**config.mk**
```make
export PLATFORM = sky130hd
export DESIGN_NAME = usart_rx
export DESIGN_NICKNAME = d
export VERILOG_FILES = /design/src/rtl/usart_pkg.sv /design/src/rtl/usart_baud_gen.sv /design/src/rtl/usart_rx.sv
export SDC_FILE = /design/constraint.sdc
export NUM_CORES = 1
export LEC_CHECK = 0
export CORE_UTILIZATION = 55
export DETAILED_ROUTE_END_ITERATION = 8
export GPL_TIMING_DRIVEN = 1
export HOLD_SLACK_MARGIN = 0.1
export PLACE_DENSITY_LB_ADDON = 0.05
export SLEW_MARGIN = 10
export SYNTH_ARGS = -nofsm -noshare
export SYNTH_HDL_FRONTEND = slang
export SYNTH_HIERARCHICAL = 1
export SYNTH_SLANG_ARGS = --single-unit
```
**constraint.sdc**
```tcl
create_clock -name cp2 -period 4.2 [get_ports cp2]
set_input_delay 0.84 -clock cp2 [delete_from_list [all_inputs] [get_ports cp2]]
set_output_delay 0.84 -clock cp2 [all_outputs]
set_load 0.02 [all_outputs]
```
**src/rtl/usart_pkg.sv**
```systemverilog
// Shared USART definitions: FSM encoding, frame-format codes, sample points and the RX buffer entry.
package usart_pkg;

    localparam logic [2:0] ST_IDLE   = 3'd0;
    localparam logic [2:0] ST_START  = 3'd1;
    localparam logic [2:0] ST_DATA   = 3'd2;
    localparam logic [2:0] ST_PARITY = 3'd3;
    localparam logic [2:0] ST_STOP   = 3'd4;

    localparam logic [2:0] UCSZ_5 = 3'b000;
    localparam logic [2:0] UCSZ_6 = 3'b001;
    localparam logic [2:0] UCSZ_7 = 3'b010;
    localparam logic [2:0] UCSZ_8 = 3'b011;
    localparam logic [2:0] UCSZ_9 = 3'b111;

    localparam logic [1:0] UPM_NONE = 2'b00;
    localparam logic [1:0] UPM_EVEN = 2'b10;
    localparam logic [1:0] UPM_ODD  = 2'b11;

    // Tick numbers within one bit; ticks count 1..END.
    localparam logic [4:0] SMP_A_X16   = 5'd8;
    localparam logic [4:0] SMP_B_X16   = 5'd9;
    localparam logic [4:0] SMP_C_X16   = 5'd10;
    localparam logic [4:0] BIT_END_X16 = 5'd16;
    localparam logic [4:0] SMP_A_X8    = 5'd4;
    localparam logic [4:0] SMP_B_X8    = 5'd5;
    localparam logic [4:0] SMP_C_X8    = 5'd6;
    localparam logic [4:0] BIT_END_X8  = 5'd8;

    typedef struct packed {
        logic [8:0] data;
        logic       fe;
        logic       upe;
        logic       dor;
    } rx_entry_t;

    function automatic logic [3:0] char_bits(input logic [2:0] ucsz);
        case (ucsz)
            UCSZ_5:  return 4'd5;
            UCSZ_6:  return 4'd6;
            UCSZ_7:  return 4'd7;
            UCSZ_9:  return 4'd9;
            default: return 4'd8;
        endcase
    endfunction

endpackage

```
**src/rtl/usart_baud_gen.sv**
```systemverilog
// Baud-rate divider: one tick every ubrr+1 cycles, restartable so a start edge aligns the sample grid.
module usart_baud_gen (
    input  logic        cp2,
    input  logic        ireset,
    input  logic        reload,
    input  logic [11:0] ubrr,
    output logic        tick
);

    logic [11:0] cnt;

    // >= rather than == so a divisor lowered below the running count still wraps promptly.
    assign tick = (cnt >= ubrr) && !reload;

    // NOTE: reset is synchronous; ireset is simply the highest-priority term inside the clocked block.
    always_ff @(posedge cp2) begin
        if (ireset || reload) begin
            cnt <= '0;
        end else if (tick) begin
            cnt <= '0;
        end else begin
            cnt <= cnt + 12'd1;
        end
    end

endmodule

```
**src/rtl/usart_rx.sv**
```systemverilog
// USART receiver: synchroniser, start detect, majority-vote bit FSM and a small UDR receive FIFO.
module usart_rx
    import usart_pkg::*;
#(
    parameter int FIFO_DEPTH = 2
) (
    input  logic        cp2,
    input  logic        ireset,
    input  logic        rxd_i,
    input  logic        rxen,
    input  logic        u2x,
    input  logic [11:0] ubrr,
    input  logic [2:0]  ucsz,
    input  logic [1:0]  upm,
    input  logic        udr_rd,
    output logic [8:0]  rx_data,
    output logic        rxc,
    output logic        fe,
    output logic        upe,
    output logic        dor
);

    localparam int PW = (FIFO_DEPTH > 1) ? $clog2(FIFO_DEPTH) : 1;
    localparam int CW = $clog2(FIFO_DEPTH + 1);

    logic [1:0] sync_q;
    logic       rxd_s;
    logic       rxd_prev;
    logic       start_edge;
    logic       tick;

    logic [2:0] state;
    logic [4:0] smp_cnt;
    logic [4:0] smp_n;
    logic [1:0] votes;
    logic [3:0] bit_idx;
    logic [8:0] shift;
    logic       cfg_u2x;
    logic [3:0] cfg_nbits;
    logic       cfg_par;
    logic       cfg_odd;
    logic       frame_upe;

    logic [4:0] smp_a, smp_b, smp_c, smp_end;
    logic       at_sample, decide, bit_end, bit_val;

    rx_entry_t  push_entry;
    logic       push_req;

    always_ff @(posedge cp2) begin
        if (ireset) begin
            sync_q   <= 2'b11;
            rxd_prev <= 1'b1;
        end else begin
            sync_q   <= {sync_q[0], rxd_i};
            rxd_prev <= sync_q[1];
        end
    end

    assign rxd_s      = sync_q[1];
    assign start_edge = rxen && (state == ST_IDLE) && rxd_prev && !rxd_s;

    usart_baud_gen u_baud (
        .cp2    (cp2),
        .ireset (ireset),
        .reload (!rxen || start_edge),
        .ubrr   (ubrr),
        .tick   (tick)
    );

    assign smp_a   = cfg_u2x ? SMP_A_X8    : SMP_A_X16;
    assign smp_b   = cfg_u2x ? SMP_B_X8    : SMP_B_X16;
    assign smp_c   = cfg_u2x ? SMP_C_X8    : SMP_C_X16;
    assign smp_end = cfg_u2x ? BIT_END_X8  : BIT_END_X16;

    assign smp_n     = smp_cnt + 5'd1;
    assign at_sample = tick && (smp_n == smp_a || smp_n == smp_b);
    assign decide    = tick && (smp_n == smp_c) && (state != ST_IDLE);
    assign bit_end   = tick && (smp_n == smp_end);
    // Third vote is the live sample, so the decision lands on the same tick as sample C.
    assign bit_val   = (votes[1] & votes[0]) | (votes[1] & rxd_s) | (votes[0] & rxd_s);

    always_ff @(posedge cp2) begin
        if (ireset || !rxen) begin
            state     <= ST_IDLE;
            smp_cnt   <= '0;
            votes     <= '0;
            bit_idx   <= '0;
            shift     <= '0;
            cfg_u2x   <= 1'b0;
            cfg_nbits <= 4'd8;
            cfg_par   <= 1'b0;
            cfg_odd   <= 1'b0;
            frame_upe <= 1'b0;
        end else if (state == ST_IDLE) begin
            if (start_edge) begin
                state     <= ST_START;
                smp_cnt   <= '0;
                bit_idx   <= '0;
                shift     <= '0;
                frame_upe <= 1'b0;
                cfg_u2x   <= u2x;
                cfg_nbits <= char_bits(ucsz);
                cfg_par   <= upm[1];
                cfg_odd   <= upm[0];
            end
        end else begin
            if (tick) begin
                smp_cnt <= bit_end ? 5'd0 : smp_n;
            end
            if (at_sample) begin
                votes <= {votes[0], rxd_s};
            end
            case (state)
                ST_START: begin
                    if (decide && bit_val) begin
                        state <= ST_IDLE;
                    end else if (bit_end) begin
                        state <= ST_DATA;
                    end
                end
                ST_DATA: begin
                    if (decide) begin
                        shift <= shift | (9'(bit_val) << bit_idx);
                    end
                    if (bit_end) begin
                        if (bit_idx == cfg_nbits - 4'd1) begin
                            bit_idx <= '0;
                            state   <= cfg_par ? ST_PARITY : ST_STOP;
                        end else begin
                            bit_idx <= bit_idx + 4'd1;
                        end
                    end
                end
                ST_PARITY: begin
                    if (decide) begin
                        frame_upe <= bit_val != ((^shift) ^ cfg_odd);
                    end
                    if (bit_end) begin
                        state <= ST_STOP;
                    end
                end
                ST_STOP: begin
                    if (decide) begin
                        state <= ST_IDLE;
                    end
                end
                default: state <= ST_IDLE;
            endcase
        end
    end

    rx_entry_t       mem [FIFO_DEPTH];
    logic [PW-1:0]   wr_ptr, rd_ptr;
    logic [CW-1:0]   count;
    logic            dor_pending;
    logic            full, do_push, do_pop;
    rx_entry_t       head;

    function automatic logic [PW-1:0] next_ptr(input logic [PW-1:0] p);
        return (p == PW'(FIFO_DEPTH - 1)) ? '0 : p + PW'(1);
    endfunction

    assign push_req   = rxen && !ireset && (state == ST_STOP) && decide;
    assign push_entry = '{data: shift, fe: !bit_val, upe: frame_upe, dor: dor_pending};
    assign full       = (count == CW'(FIFO_DEPTH));
    assign do_push    = push_req && !full;
    assign do_pop     = udr_rd && rxc;

    always_ff @(posedge cp2) begin
        if (ireset || !rxen) begin
            wr_ptr      <= '0;
            rd_ptr      <= '0;
            count       <= '0;
            dor_pending <= 1'b0;
        end else begin
            if (do_push) wr_ptr <= next_ptr(wr_ptr);
            if (do_pop)  rd_ptr <= next_ptr(rd_ptr);
            case ({do_push, do_pop})
                2'b10:   count <= count + CW'(1);
                2'b01:   count <= count - CW'(1);
                default: count <= count;
            endcase
            // A stored frame carries and clears the pending overrun; a discarded one raises it.
            if (push_req) dor_pending <= full;
        end
    end

    // NOTE: storage has no reset; every output field is gated by rxc so stale entries never show.
    always_ff @(posedge cp2) begin
        if (do_push) mem[wr_ptr] <= push_entry;
    end

    assign head    = mem[rd_ptr];
    assign rxc     = (count != '0);
    assign rx_data = rxc ? head.data : 9'd0;
    assign fe      = rxc & head.fe;
    assign upe     = rxc & head.upe;
    assign dor     = rxc ? head.dor : dor_pending;

endmodule

```
**Run 1: placed cells, one color a class**

Fill, decap, tap and diode cells in gray.
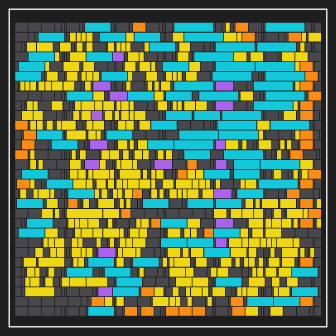
| class | color | cells | share of their area |
|---|---|---|---|
| combinational and other logic | yellow | 329 | 48% |
| clock drivers and dummy loads | purple | 16 | 4.1% |
| remaining buffers and delay cells | orange | 42 | 8.8% |
| sequential cells | cyan | 76 | 39% |
Seq area share: 37.7%
post-route cell area: 4680 um2
core region area: 6940 um2
FP Rows: 30
Final Core Density: 67.3%

**Run 1: wiring by layer**

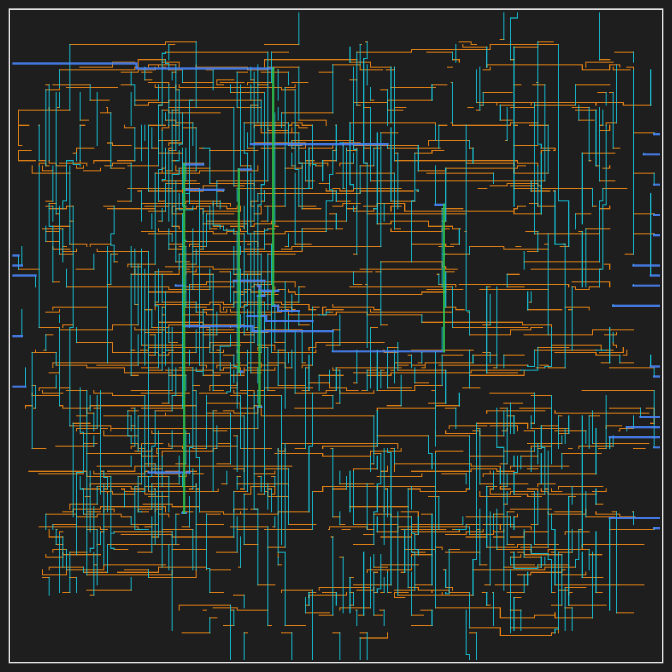
| layer | color | wire length |
|---|---|---|
| metal 1 | orange | 3770 um |
| metal 4 | green | 141 um |
| metal 3 | blue | 180 um |
| metal 2 | cyan | 3630 um |

**Run 1: placement view**

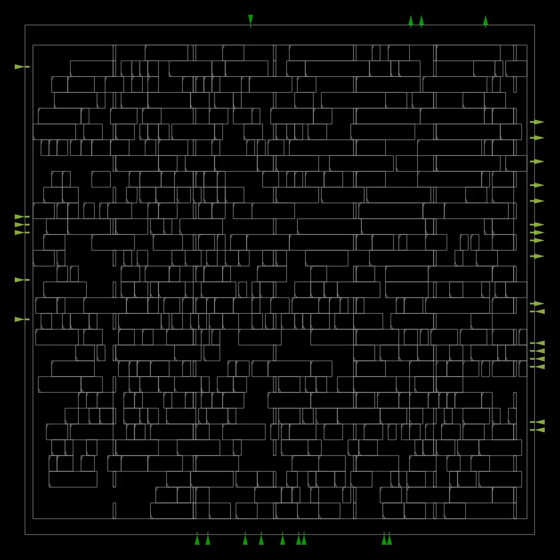
# Taps: 96
Filler Cells Inserted: 558

-- run 1: worst max path at each step --
stage / from / end / slack [ns] / cells after the start
finish: ubrr[11] / count[1] / 0.50 / 13
global route: ubrr[11] / count[1] / 0.16 / 14
CTS: ubrr[11] / count[1] / 0.48 / 14
detailed placement: ubrr[11] / count[1] / 0.13 / 13
global placement: ubrr[9] / smp_cnt[4] / 0.21 / 14
floorplan: ubrr[11] / mem[0][0] / 0.86 / 10
-- run 1: power by group through the flow --
stage	clock network, mW	registers, mW	logic, mW
detailed placement	0	0.774	0.0633
floorplan	0	0.773	0.0329
finish	0.537	0.757	0.0629
global route	0.583	0.758	0.0709
global placement	0	0.774	0.0614
CTS	0.545	0.757	0.0636
-- run 1: kinds of logic after synthesis --
group                      count (synthesis)
muxes                                     17
DFF                                       76
AOI/OAI and AO/OA                         77
and+or+nand+nor                          157
xor gates and xnor gates                  33
buffers and inverters                     39
adders and majority gates                 20
-- run 1: through the flow --
stage | worst slack [ns] | cells
final | 0.497 | 559
after global routing | 0.157 | 559
after CTS | 0.480 | 559
after detailed placement | 0.127 | 543
after global placement | 0.206 | 543
after floorplan | 0.857 | 419
-- run 1: area by class of cell --
cell class / count / area [um2]
inverter: 25 / 93.8
timing repair buffer: 42 / 403
tap: 96 / 120
multi-input combinational: 304 / 2110
fill: 558 / 2270
sequential: 76 / 1760
clock buffer: 9 / 124
clock inverter: 7 / 65.1
-- run 1: layout by cell type (no fill, tap or decap), types with 6 or more instances in the layout --
cell type / n
sky130_fd_sc_hd__dfxtp_1: 52
sky130_fd_sc_hd__nor2_1: 49
sky130_fd_sc_hd__clkdlybuf4s50_1: 35
sky130_fd_sc_hd__nand2_1: 33
sky130_fd_sc_hd__xnor2_1: 26
sky130_fd_sc_hd__inv_1: 25
sky130_fd_sc_hd__edfxtp_1: 24
sky130_fd_sc_hd__a21oi_1: 21
sky130_fd_sc_hd__ha_1: 20
sky130_fd_sc_hd__mux2i_1: 15
sky130_fd_sc_hd__nor3_1: 13
sky130_fd_sc_hd__o21ai_0: 13
sky130_fd_sc_hd__nand3_1: 10
sky130_fd_sc_hd__nor3_2: 10
sky130_fd_sc_hd__clkbuf_8: 9
sky130_fd_sc_hd__nor2b_1: 7
sky130_fd_sc_hd__xor2_1: 7
sky130_fd_sc_hd__buf_4: 7
sky130_fd_sc_hd__or2_2: 6
-- run 1: registers in the layout, summed over array words and instances, names as in the netlist, named ones only --
register	flops
smp_cnt	5
mem	24
sync_q	2
cfg_par	1
dor_pending	1
cfg_u2x	1
rd_ptr	1
frame_upe	1
wr_ptr	1
cfg_nbits	4
rxd_prev	1
shift	9
votes	2
bit_idx	4
cfg_odd	1
count	2
u_baud/cnt	12
state	3
-- run 1: per-layer routing --
layer / wire (um) / part of all wire (%) / global-route usage [%] / up-vias
met5: 0 / 0 / 0 / -
met4: 141 / 1.8 / 9.39 / 0
met3: 179 / 2.3 / 3.11 / 13
met2: 3630 / 47 / 37.2 / 46
met1: 3770 / 49 / 28.7 / 1424
li1: - / - / - / 1567
==> run notes, run 1 <==
This note records the results obtained with Yosys and OpenROAD.

Routing
The final layout contains routed wiring with a total length of 7720 um. The number of nets with antenna violations after detailed routing is 0. The remaining routing DRC violations is 0.

Timing
The highest clock frequency the design can meet is 270 MHz. Setup repair after global routing left no endpoint under its margin. The measured slew at the worst slew-check pin is 0.879 ns.

Counting endpoints that fail hold in the final report gives 0. The worst hold slack across all endpoints is 0.418 ns.

Synth
The share of cell area taken by muxes after synthesis is 4.55%. The compound-gate portion of the synthesized area is 13.9%. The netlist area before placement is 4050 um2. In the synthesis report, Yosys lists the chip area as 4050 um2. In the post-synthesis netlist, the biggest area contributors are sky130_fd_sc_hd__dfxtp_1 (26%), sky130_fd_sc_hd__edfxtp_1 (18%), sky130_fd_sc_hd__ha_1 (6.2%). The portion of synthesized cell area occupied by the leading cell type is 25.7%.

Placement
The buffer_ports step reported a buffer count of 35. Detailed placement finished with a half-perimeter wire length of 5630 um.

Run status
The flow ran to the end, and the final reports show no timing, DRC or antenna violations.

Floorplanning
The horizontal die dimension reported for this design is 87.8 um.

Setup path
The signal on the critical path passes through clkdlybuf4s50_1 > inv_1 > ha_1 > nand4_1 > nor3_1 > nand3_1 > a21oi_1 > nand2_1 > nor3_1 > inv_1 > ha_1 > or3_1 > a21oi_1. The number of cells traversed by the worst register-to-register path is 11. STA classifies the critical path startpoint as a primary input. The kind of cell adding the most delay to the critical path is simple AND/OR/NAND/NOR gates. In this design, the stage delay of the slowest critical-path cell is 0.46 ns.

Finish
After the last flow step, the layout net total stands at 501. The number of antenna diodes in the final layout is 0.

Min path
The worst min-delay path startpoint is sync_q[0].

Global routing
Recorded from the global router log, the overflow total was 0.

Pwr
The cell-internal power is 1.02 mW. The proportion of total power due to net switching is 25.1%. The power density over cell area is 290 nW/um2.

Clock tree
Once the clock tree was built, the setup fixing pass inserted 0 buffers. The maximum clock insertion buffer count is 2.
==> inputs of run 2 (changes only) <==
--- a/config.mk
+++ b/config.mk
@@ -7,9 +7,9 @@
 export LEC_CHECK = 0
 export CORE_UTILIZATION = 55
 export DETAILED_ROUTE_END_ITERATION = 8
-export GPL_TIMING_DRIVEN = 1
 export HOLD_SLACK_MARGIN = 0.1
 export PLACE_DENSITY_LB_ADDON = 0.05
+export RECOVER_POWER = 25
 export SLEW_MARGIN = 10
 export SYNTH_ARGS = -nofsm -noshare
 export SYNTH_HDL_FRONTEND = slang
==> run 2 against run 1 <==
  * Worst hold slack about the same
  * Routed wire length about the same
  * Critical path depth unchanged
  * First-iteration DRC count is 1.7% lower
  * Largest power group unchanged
  * Combinational power down 1%
==> run notes, run 2 <==
This note records the results obtained with Yosys and OpenROAD.

Finish
The largest registers in the layout are mem x24, u_baud/cnt x12, shift x9. The flip-flop count of the largest register, all copies and words added is 24 (unchanged). The summed area of non-filler cells in the final layout was 4670 um2 (about the same). The most common cell after layout, fill and taps aside is sky130_fd_sc_hd__dfxtp_1.

The final layout net count is 501 (unchanged). The top cell types in the final layout, fill and taps aside, are sky130_fd_sc_hd__dfxtp_1 (52), sky130_fd_sc_hd__nor2_1 (49), sky130_fd_sc_hd__clkdlybuf4s50_1 (34).

Clock tree
The number of buffers inserted by post-CTS setup repair came to 0 (unchanged).

Placement
The HPWL after detailed placement is 5630 um (unchanged). The count of buffers from port buffering is 35 (unchanged). The worst slack at placement is 0.127 ns (unchanged).

Setup path
The critical path launch point is ubrr[11]. The worst setup path is launched from a primary input. Following the worst setup path forward leads to its endpoint at count[1].

Run status
The flow ran to the end, and the final reports show no timing, DRC or antenna violations.

Floorplanning
The horizontal extent of the die is 87.8 um (unchanged).

Synth
The portion of synthesized cell area occupied by the leading cell type is 25.7% (unchanged).

Timing
Setup repair after global routing left no endpoint under its margin. The final worst slack is 0.482 ns (-0.0158 ns).

Global routing
The global routing usage on met3 is 3.11% (unchanged). The layer flagged by global routing as most heavily used is met2.

Pwr
The power density over cell area is 290 nW/um2 (about the same).

Routing
The remaining routing DRC violations is 0 (unchanged). The wire length after detailed routing is 7710 um (about the same).
-- run 2: cell type report --
class / instances / area (um2) / area share (%)
Clock inverter: 7 / 65.1 / 1.39
Clock buffer: 9 / 124 / 2.65
Sequential cell: 76 / 1760 / 37.7
Multi-Input combinational cell: 304 / 2110 / 45.1
Timing Repair Buffer: 42 / 399 / 8.54
Tap cell: 96 / 120 / 2.57
Inverter: 25 / 93.8 / 2.01
-- run 2: worst min-delay path by stage --
stage	startpoint	end	slack, ns	cells after the start
global placement	sync_q[0]	sync_q[1]	0.39	1
floorplan	sync_q[0]	sync_q[1]	0.39	1
finish	sync_q[0]	sync_q[1]	0.42	1
global route	sync_q[0]	sync_q[1]	0.44	1
detailed placement	sync_q[0]	sync_q[1]	0.40	1
CTS	sync_q[0]	sync_q[1]	0.42	1
-- run 2: cell families after synthesis --
kind of cell / share of synthesized area [%]
compound gates: 13.9
buf+inv: 4.36
xor+xnor: 7.14
simple gates: 20.3
fa+ha+maj: 6.18
flops: 43.5
mux: 4.55
-- run 2: metal layers --
layer / part of all wire [%] / vias up
li1: - / 1567
met1: 49 / 1424
met3: 2.5 / 13
met5: 0 / -
met4: 1.8 / 0
met2: 47 / 52
-- run 2: stage by stage --
step | cells | hold WS (ns)
after detailed placement | 543 | 0.400
after global routing | 559 | 0.444
after global placement | 543 | 0.393
after floorplan | 419 | 0.389
final | 559 | 0.418
after CTS | 559 | 0.420
-- run 2: worst max-delay path, cell delays in order --
cell,delay [ns]
sky130_fd_sc_hd__clkdlybuf4s50_1,0.46
sky130_fd_sc_hd__inv_1,0.04
sky130_fd_sc_hd__ha_1,0.30
sky130_fd_sc_hd__nand4_1,0.15
sky130_fd_sc_hd__nor3_1,0.32
sky130_fd_sc_hd__nand3_1,0.11
sky130_fd_sc_hd__a21oi_1,0.34
sky130_fd_sc_hd__nand2_1,0.13
sky130_fd_sc_hd__nor3_1,0.34
sky130_fd_sc_hd__inv_1,0.10
sky130_fd_sc_hd__ha_1,0.34
sky130_fd_sc_hd__or3_1,0.37
sky130_fd_sc_hd__a21oi_1,0.14
-- run 2: power by group --
group / internal [mW] / switching, mW
registers: 0.754 / 0.00252
logic: 0.0316 / 0.0306
clock network: 0.230 / 0.307
total: 1.02 / 0.340
**Run 2: placed cells, one color a class**

Fill, decap, tap and diode cells in gray.
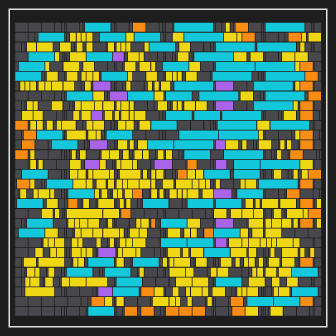
| class | color | cells | share of their area |
|---|---|---|---|
| clock drivers and dummy loads | purple | 16 | 4.2% |
| sequential cells | cyan | 76 | 39% |
| combinational and other logic | yellow | 329 | 48% |
| remaining buffers and delay cells | orange | 42 | 8.8% |

**Run 2: wiring by layer**

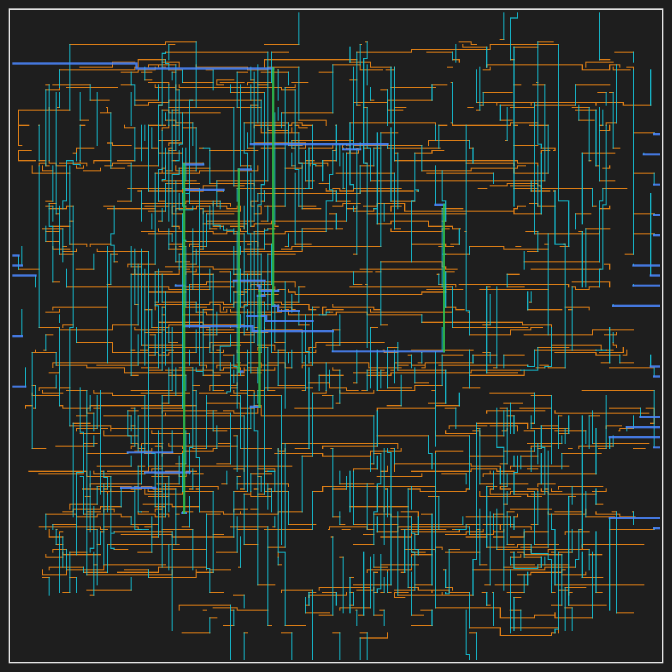
| layer | color | wire length |
|---|---|---|
| metal 1 | orange | 3760 um |
| metal 3 | blue | 194 um |
| metal 2 | cyan | 3620 um |
| metal 4 | green | 141 um |
routed len/inst: 13.8 um
GRT Resource Usage Total: 22.2%

==> inputs of run 3 (changes only) <==
--- a/config.mk
+++ b/config.mk
@@ -7,7 +7,6 @@
 export LEC_CHECK = 0
 export CORE_UTILIZATION = 55
 export DETAILED_ROUTE_END_ITERATION = 8
-export HOLD_SLACK_MARGIN = 0.1
 export PLACE_DENSITY_LB_ADDON = 0.05
 export RECOVER_POWER = 25
 export SLEW_MARGIN = 10
**Run 3: placed cells, one color a class**

Fill, decap, tap and diode cells in gray.
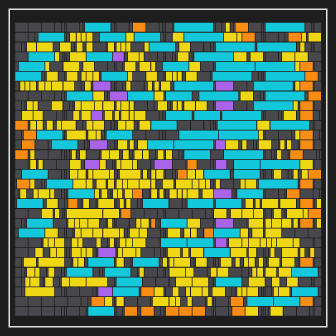
Final Core Density: 67.3%
post-route cell area: 4670 um2
Seq area share: 37.7%

==> run 3 against run 2 <==
  * Clock skew is the same
  * Register-to-register slack is essentially flat
  * Combinational power is essentially flat
  * Maximum frequency is the same
  * Via count is the same
  * First-iteration DRC count is the same
  * Routed wire length is the same
  * Synthesized area is the same
  * Flip-flop count is the same
  * Clock power is essentially flat
  * Largest cell class unchanged
==> run notes, run 3 <==
This note records the results obtained with Yosys and OpenROAD.

Floorplanning
The horizontal extent of the die is 87.8 um (unchanged). In this run the standard cell core region covers 6940 um2.

Timing
The number of hold violations in the final report is 0. The final critical path time including I/O delays and setup is 3.72 ns. Setup repair after global routing left no endpoint under its margin. The final timing report counts setup violations totalling 0.

Pwr
The power density over cell area is 290 nW/um2 (unchanged). The portion of total power attributed to combinational logic is 4.6% (about the same). The cell-internal power is 1.02 mW (unchanged). The net switching power is 0.340 mW (unchanged). The sequential power share is 55.8% (about the same).

The share of total power in the clock network was 39.6% (about the same). The worst-case vdd ir drop is 187 uV.

Job
The number of warnings the tools reported is 29.

Finish
The flip-flop count of the largest register, all copies and words added is 24 (unchanged). The final layout net count is 501 (unchanged). The register name with the most flops is mem.

The registers reported with the highest flop counts are mem x24, u_baud/cnt x12, shift x9. The most common logic cell in the final layout is sky130_fd_sc_hd__dfxtp_1. The area used by sequential logic in the layout is 1760 um2 (unchanged). By instance count after routing, the leading logic cell types are sky130_fd_sc_hd__dfxtp_1 (52), sky130_fd_sc_hd__nor2_1 (49), sky130_fd_sc_hd__clkdlybuf4s50_1 (34).

Global routing
The wire length of the first global-routing pass is 13200 um. The global-route total usage across every layer came to 22.2% (unchanged). The total grt overflow is 0. The number of global-route vias before repair is 2913.

Routing
The routed wirelength normalized by instance count is 13.8 um (unchanged). The wire length after detailed routing was 7710 um (unchanged). The remaining routing DRC violations came to 0 (unchanged).

Synth
For this run the top cell type by instance count after synthesis was sky130_fd_sc_hd__dfxtp_1. The portion of synthesized cell area occupied by the leading cell type is 25.7% (unchanged). The number of enable flip-flop cells is 24.

Placement
The worst slack at placement is 0.127 ns (unchanged). The HPWL after detailed placement is 5630 um (unchanged). The count of buffers from port buffering was 35 (unchanged).

Setup path
STA classifies the critical path startpoint as a primary input. Traced cell by cell, the critical path runs through clkdlybuf4s50_1 > inv_1 > ha_1 > nand4_1 > nor3_1 > nand3_1 > a21oi_1 > nand2_1 > nor3_1 > inv_1 > ha_1 > or3_1 > a21oi_1. The worst stage delay on the critical path is 0.46 ns (about the same).

The buffer and inverter count on the worst path came to 3 (unchanged). The critical path's slowest stage uses the library cell sky130_fd_sc_hd__clkdlybuf4s50_1.

Run status
The run finished with clean final reports.

Clock tree
The number of buffers inserted by post-CTS setup repair is 0 (unchanged).
**Run 3: cell sizes after repair**

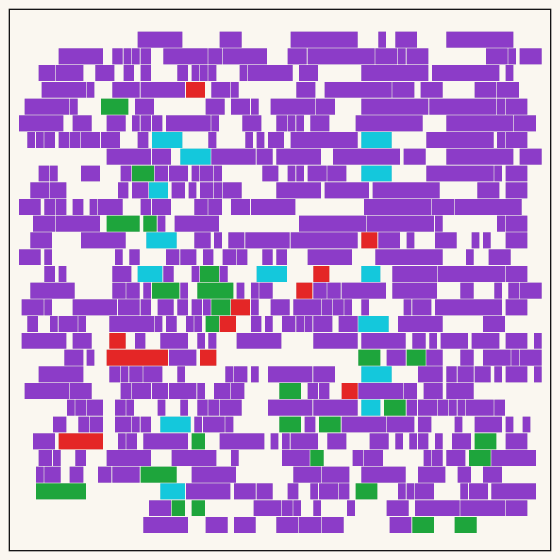
| size | color | cells |
|---|---|---|
| _0 and _1 cells | purple | 412 |
| _3 and _4 cells | red | 11 |
| _2 cells | green | 26 |
| _6 and larger | cyan | 14 |
synthesis-to-layout area growth: 15.5%
Setup WS post-layout: 0.482 ns
Repair and plain buffers: 42

[run 3: final timing paths]
check | start | end | slack, ns | depth (start not counted)
worst min register to register | sync_q[0] | sync_q[1] | 0.42 | 1
worst max register to register | u_baud/cnt[9] | count[1] | 1.13 | 11
worst max-delay path | ubrr[11] | count[1] | 0.48 | 13
worst min-delay path | sync_q[0] | sync_q[1] | 0.42 | 1
[run 3: final cells by class]
type                    count  share of cell area (%)
clock inverters             7                    1.39
multi-input cells         304                    45.1
repair buffers             42                    8.54
clock buffers               9                    2.65
well taps                  96                    2.57
flip-flops and latches     76                    37.7
inverters                  25                    2.01
[run 3: cell families (layout without fill, tap and decap cells)]
kind of cell	Yosys count	after routing	synth area share, %
AND-OR/OR-AND	77	77	13.9
XOR/XNOR	33	33	7.14
adder cells (fa/ha/maj)	20	20	6.18
buffers and inverters	39	83	4.36
flip-flops	76	76	43.5
multiplexers	17	17	4.55
AND/OR/NAND/NOR	157	157	20.3
[run 3: through the flow]
step           hold slack, ns  power (mW)  cell area [um2]  std cells  util, %
6_report                0.418        1.36             4670        559     67.3
5_1_grt                 0.444        1.41             4670        559     67.3
4_1_cts                 0.420        1.37             4680        559     67.3
3_5_place_dp            0.400       0.837             4490        543     64.6
3_3_place_gp            0.393       0.835             4490        543     64.6
2_1_floorplan           0.389       0.806             4050        419        -
[run 3: per-layer routing]
metal  routed length (um)  GRT usage [%]
met1                 3760           28.7
met2                 3620           37.2
met3                  193           3.11
met4                  141           9.39
met5                    0              0
[run 3: worst register-to-register path, delay by kind of cell, from the launching register on]
family | cells | cell delay [ns]
and+or+nand+nor | 6 | 1.42
DFF | 1 | 0.35
AOI/OAI and AO/OA | 2 | 0.48
buffers and inverters | 1 | 0.10
adders and majority gates | 2 | 0.64
[run 3: power groups by stage]
stage | logic (mW) | clock network [mW] | registers, mW
2_1_floorplan | 0.0329 | 0 | 0.773
3_3_place_gp | 0.0614 | 0 | 0.774
3_5_place_dp | 0.0633 | 0 | 0.774
4_1_cts | 0.0636 | 0.545 | 0.757
5_1_grt | 0.0703 | 0.583 | 0.758
6_report | 0.0622 | 0.537 | 0.757
No activity file was given, so power comes from the tool's default toggle rates.
